**Run 1: I/O nets highlighted**

(3 px per um)
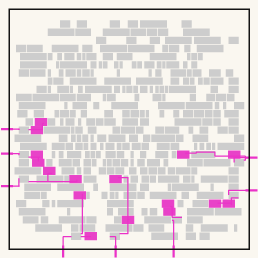
**Run 1: routed metal, one color a layer**

(3 px per um) Two of the layers only.
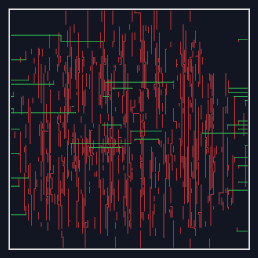
**Run 1: placement view**

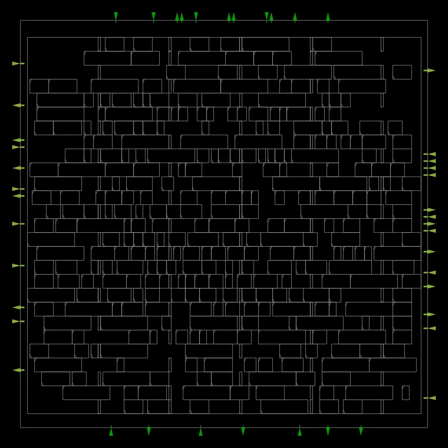
**Run 1: M2 wires**

(6 px per um)
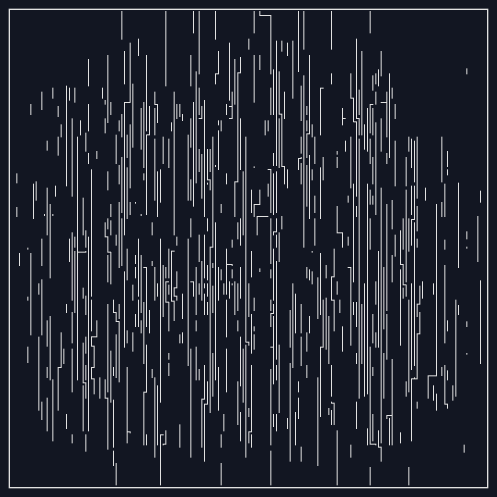
==> config.mk <==
export PLATFORM = sky130hd
export DESIGN_NAME = seq_alu
export DESIGN_NICKNAME = d
export VERILOG_FILES = /design/src/rtl/alu_pkg.sv /design/src/rtl/nbit_adder.sv /design/src/rtl/seq_alu.sv
export SDC_FILE = /design/constraint.sdc
export NUM_CORES = 1
export LEC_CHECK = 0
export CAP_MARGIN = 10
export CORE_UTILIZATION = 49
export DETAILED_ROUTE_END_ITERATION = 8
export PLACE_DENSITY_LB_ADDON = 0.1
export RECOVER_POWER = 100
export SYNTH_ARGS = -nofsm -noshare
export SYNTH_HDL_FRONTEND = slang
export SYNTH_HIERARCHICAL = 1
export SYNTH_SLANG_ARGS = --single-unit
==> constraint.sdc <==
create_clock -name Clock -period 3.76 [get_ports Clock]
set_input_delay 0.752 -clock Clock [delete_from_list [all_inputs] [get_ports Clock]]
set_output_delay 0.752 -clock Clock [all_outputs]
set_load 0.005 [all_outputs]
==> src/rtl/alu_pkg.sv <==
// alu_pkg: shared constants for the sequential ALU.
//   OP_*  : 3-bit operation codes presented on Op (101..111 all act as NOP).
//   ST_*  : controller state encoding, also exported on the debug state port.
package alu_pkg;

  localparam logic [2:0] OP_ADD = 3'b000;
  localparam logic [2:0] OP_SUB = 3'b001;
  localparam logic [2:0] OP_ADC = 3'b010;
  localparam logic [2:0] OP_SBB = 3'b011;
  localparam logic [2:0] OP_MUL = 3'b100;
  localparam logic [2:0] OP_NOP = 3'b101;

  localparam logic [0:0] ST_IDLE = 1'b0;
  localparam logic [0:0] ST_MUL  = 1'b1;

endpackage

==> src/rtl/nbit_adder.sv <==
// nbit_adder: N-bit adder with carry-in.
//   a, b     : operands
//   cin      : carry into bit 0
//   sum      : N-bit sum
//   cout     : carry out of bit N-1
//   c_msb_in : carry into bit N-1 (used for signed overflow detection)
module nbit_adder #(
  parameter int N = 8
) (
  input  logic [N-1:0] a,
  input  logic [N-1:0] b,
  input  logic         cin,
  output logic [N-1:0] sum,
  output logic         cout,
  output logic         c_msb_in
);

  logic [N:0] full;

  assign full     = {1'b0, a} + {1'b0, b} + {{N{1'b0}}, cin};
  assign sum      = full[N-1:0];
  assign cout     = full[N];
  // The MSB sum bit is a ^ b ^ carry-in, so the carry-in is recovered by XOR.
  assign c_msb_in = full[N-1] ^ a[N-1] ^ b[N-1];

endmodule

==> src/rtl/seq_alu.sv <==
// seq_alu: N-bit sequential ALU (ADD/SUB/ADC/SBB in one cycle, unsigned
// shift-add MUL in N cycles) with registered result and flags.
//   Clock, Reset_n            : clock, asynchronous active-low reset
//   Start, Op                 : request and operation code
//   First_Input, Second_Input : operands A and B
//   Busy, Done                : MUL in progress / one-cycle completion pulse
//   Result, Result_Hi         : result (low product half) / high product half
//   Carry, Overflow, Zero, Negative : registered condition flags
//   dbg_state_o               : controller state (ST_IDLE / ST_MUL)
// Handshake: Start is sampled on a rising edge only while idle (Busy low);
// a Start seen while Busy is dropped. Done is high for exactly one cycle
// after the edge that registers the result, and never together with Busy.
module seq_alu
  import alu_pkg::*;
#(
  parameter int N = 8
) (
  input  logic         Clock,
  input  logic         Reset_n,
  input  logic         Start,
  input  logic [2:0]   Op,
  input  logic [N-1:0] First_Input,
  input  logic [N-1:0] Second_Input,
  output logic         Busy,
  output logic         Done,
  output logic [N-1:0] Result,
  output logic [N-1:0] Result_Hi,
  output logic         Carry,
  output logic         Overflow,
  output logic         Zero,
  output logic         Negative,
  output logic [0:0]   dbg_state_o
);

  localparam int            CW   = $clog2(N) + 1;
  localparam logic [CW-1:0] LAST = CW'(N - 1);

  logic [0:0]    state_q,  state_d;
  logic [CW-1:0] cnt_q,    cnt_d;
  logic [N-1:0]  mcand_q,  mcand_d;
  logic [N-1:0]  acc_hi_q, acc_hi_d;
  logic [N-1:0]  acc_lo_q, acc_lo_d;   // holds the multiplier, shifted out LSB first
  logic          done_q,   done_d;
  logic [N-1:0]  res_q,    res_d;
  logic [N-1:0]  hi_q,     hi_d;
  logic          carry_q,  carry_d;
  logic          ovf_q,    ovf_d;
  logic          zero_q,   zero_d;
  logic          neg_q,    neg_d;

  logic [N-1:0]  add_a, add_b, add_sum;
  logic          add_cin, add_cout, add_cmsb;
  logic [N-1:0]  mul_hi_next, mul_lo_next;

  // One adder serves both the single-cycle ops (idle) and the MUL
  // accumulate step; the controller state selects its inputs.
  always_comb begin
    add_a   = First_Input;
    add_b   = Second_Input;
    add_cin = 1'b0;
    if (state_q == ST_MUL) begin
      add_a = acc_hi_q;
      add_b = acc_lo_q[0] ? mcand_q : '0;
    end else begin
      case (Op)
        OP_SUB: begin
          add_b   = ~Second_Input;
          add_cin = 1'b1;
        end
        OP_ADC: add_cin = carry_q;
        OP_SBB: begin
          add_b   = ~Second_Input;
          add_cin = carry_q;
        end
        default: ;
      endcase
    end
  end

  nbit_adder #(.N(N)) u_adder (
    .a        (add_a),
    .b        (add_b),
    .cin      (add_cin),
    .sum      (add_sum),
    .cout     (add_cout),
    .c_msb_in (add_cmsb)
  );

  // {carry, acc_hi, acc_lo} >> 1 after the conditional accumulate.
  assign mul_hi_next = {add_cout, add_sum[N-1:1]};
  assign mul_lo_next = {add_sum[0], acc_lo_q[N-1:1]};

  always_comb begin
    state_d  = state_q;
    cnt_d    = cnt_q;
    mcand_d  = mcand_q;
    acc_hi_d = acc_hi_q;
    acc_lo_d = acc_lo_q;
    done_d   = 1'b0;
    res_d    = res_q;
    hi_d     = hi_q;
    carry_d  = carry_q;
    ovf_d    = ovf_q;
    zero_d   = zero_q;
    neg_d    = neg_q;
    case (state_q)
      ST_IDLE: begin
        if (Start) begin
          case (Op)
            OP_ADD, OP_SUB, OP_ADC, OP_SBB: begin
              res_d   = add_sum;
              hi_d    = '0;
              carry_d = add_cout;
              ovf_d   = add_cout ^ add_cmsb;
              zero_d  = (add_sum == '0);
              neg_d   = add_sum[N-1];
              done_d  = 1'b1;
            end
            OP_MUL: begin
              mcand_d  = First_Input;
              acc_lo_d = Second_Input;
              acc_hi_d = '0;
              cnt_d    = '0;
              state_d  = ST_MUL;
            end
            default: done_d = 1'b1;   // NOP: outputs hold
          endcase
        end
      end
      ST_MUL: begin
        acc_hi_d = mul_hi_next;
        acc_lo_d = mul_lo_next;
        cnt_d    = cnt_q + CW'(1);
        if (cnt_q == LAST) begin
          state_d = ST_IDLE;
          cnt_d   = '0;
          done_d  = 1'b1;
          res_d   = mul_lo_next;
          hi_d    = mul_hi_next;
          carry_d = |mul_hi_next;
          ovf_d   = |mul_hi_next;
          zero_d  = ~|{mul_hi_next, mul_lo_next};
          neg_d   = mul_hi_next[N-1];
        end
      end
      default: state_d = ST_IDLE;
    endcase
  end

  always_ff @(posedge Clock or negedge Reset_n) begin
    if (!Reset_n) begin
      state_q  <= ST_IDLE;
      cnt_q    <= '0;
      mcand_q  <= '0;
      acc_hi_q <= '0;
      acc_lo_q <= '0;
      done_q   <= 1'b0;
      res_q    <= '0;
      hi_q     <= '0;
      carry_q  <= 1'b0;
      ovf_q    <= 1'b0;
      zero_q   <= 1'b0;
      neg_q    <= 1'b0;
    end else begin
      state_q  <= state_d;
      cnt_q    <= cnt_d;
      mcand_q  <= mcand_d;
      acc_hi_q <= acc_hi_d;
      acc_lo_q <= acc_lo_d;
      done_q   <= done_d;
      res_q    <= res_d;
      hi_q     <= hi_d;
      carry_q  <= carry_d;
      ovf_q    <= ovf_d;
      zero_q   <= zero_d;
      neg_q    <= neg_d;
    end
  end

  assign Busy        = (state_q == ST_MUL);
  assign Done        = done_q;
  assign Result      = res_q;
  assign Result_Hi   = hi_q;
  assign Carry       = carry_q;
  assign Overflow    = ovf_q;
  assign Zero        = zero_q;
  assign Negative    = neg_q;
  assign dbg_state_o = state_q;

endmodule
==> impl_metrics.toml <==
# physical design summary
[job]
drv_cap = 1

[setup_path]
cp_max_fo = 3
r2r_end = "Negative$_DFFE_PN0P_"
worst_path_largest_cell_delay_ps = 480
r2r_cells = 13
critical_path_arrival_ps = 3830
worst_setup_path_start_kind = "input port"
crit_type = "in2reg"
crit_start = "Op[0]"

[synthesis]
synth_cell_types = 49
ys_ff = 50
synthTopCellsByArea = "dfrtp_1 (43%), mux2_4 (8.7%), mux2_2 (6.5%)"
common_cells = "dfrtp_1 (50), o21ai_0 (29), nand2_1 (19)"
ys_chip_area_um2 = 2942
avgSynthCellArea_um2 = 10.94

[sta]
tightest_slew_ps = 1709
final.setup.worst_slack_ps = 113.6
min_period_ps = 3646
finalHoldViolations = 0
setup_viol_count_final = 0
slew_violations = 31

[cts]
cts_sinks = 50
cts_root_buf = "clkbuf_8"
cts_resized = 3
path_clk_slew_ps = 90
holdBufCountCts = 0
h-tree-depth = 2

[placement]
gp_congestion = 0.8979
hpwl_mm = 4.885

[cells_and_area]
final_cell_area_um2 = 3731
final_nets = 370
fin_util_pct = 66.13
logic_area_um2 = 1598

[drt]
dr.pass1.iters = 5
drtIter0Drc = 143
top_layer = "met4"
drcViolationCount = 0
ant_nets = 0
wl_met3_um = 251
viasPerCell = 5.367

[hold_path]
hold_path_class = "reg2reg"

[floorplan]
fp.dieW_um = 79.48
dieHeight_um = 79.48
dieArea_um2 = 6317

[global_route]
track_usage_pct = 22.81

[power]
p_total_mw = 3.475

[run_status]
failed_checks = "max-capacitance violations, max-slew violations"
status = "finished with violations"
Back to the opening pictures, 'I/O nets highlighted':
First_Input: in magenta, bits 8, direction input, edge 3 bottom, 3 left, 2 right, end cells 16, buffers 8, wire 161 um.
Ports: 45
port bufs: 44

Back to the opening pictures, 'routed metal, one color a layer':
metal 3: in green, wire length 252 um. metal 2: in red, wire length 3,090 um.
wire per inst: 16.11 um
total wire length: 6.621 mm
Via Count: 2,206

Back to the opening pictures, 'placement view':
Post-Layout Cell Count: 411
row count: 27
Core ar.: 5642 um2
FILL cells: 471

Back to the opening pictures, 'M2 wires':
The layer carries 3,090 um of wire. The wires run mostly vertical.
GRT met2 Usage: 36.41%

-- run 1: power breakdown --
group	switching, mW	total (mW)	internal [mW]	leakage [nW]
Combinational	0.975	2.19	1.21	1.09
Sequential	0.173	0.967	0.794	0.622
Clock	0.172	0.321	0.149	0.0482
-- run 1: layout by cell type, fill, tap and decap left out, types with 9 or more instances in the layout --
cell	instances
dfrtp_1	50
buf_4	29
o21ai_0	27
dlygate4sd3_1	22
clkdlybuf4s50_1	21
nand2_1	19
mux2_2	17
mux2_4	17
xnor2_1	11
inv_1	10
and2_1	9
mux2i_1	9
a21o_1	9
-- run 1: cell type report --
type                    count  share of cell area [%]
clock buffers               7                   2.314
clock inverters             1                  0.1341
inverters                  10                   1.006
multi-input cells         195                   42.82
flip-flops and latches     50                   33.53
well taps                  72                   2.414
repair buffers             76                   17.77
-- run 1: worst max-delay path, delay by kind of cell --
kind / cells / cell delay (ps)
AND/OR/NAND/NOR: 3 / 490
XOR/XNOR: 1 / 140
AND-OR/OR-AND: 5 / 780
multiplexers: 1 / 270
adder cells (fa/ha/maj): 2 / 770
buffers and inverters: 2 / 610
-- run 1: logic make-up (layout without fill, tap and decap cells) --
group / count (synthesis) / count (layout) / synth area share, %
XOR/XNOR: 15 / 15 / 4.934
buffers and inverters: 24 / 94 / 3.998
flip-flops: 50 / 50 / 42.54
AND-OR/OR-AND: 61 / 61 / 13.10
adder cells (fa/ha/maj): 10 / 10 / 4.764
AND/OR/NAND/NOR: 66 / 66 / 12.42
multiplexers: 43 / 43 / 18.25
-- run 1: routing by layer --
| metal | global-route usage, % | vias to the layer above |
|---|---|---|
| li1 | - | 1089 |
| met1 | 32.25 | 1069 |
| met2 | 36.41 | 44 |
| met3 | 4.114 | 4 |
| met4 | 4.909 | 0 |
| met5 | 0 | - |
Power figures rest on the tool's default switching activity, not on a simulated workload.
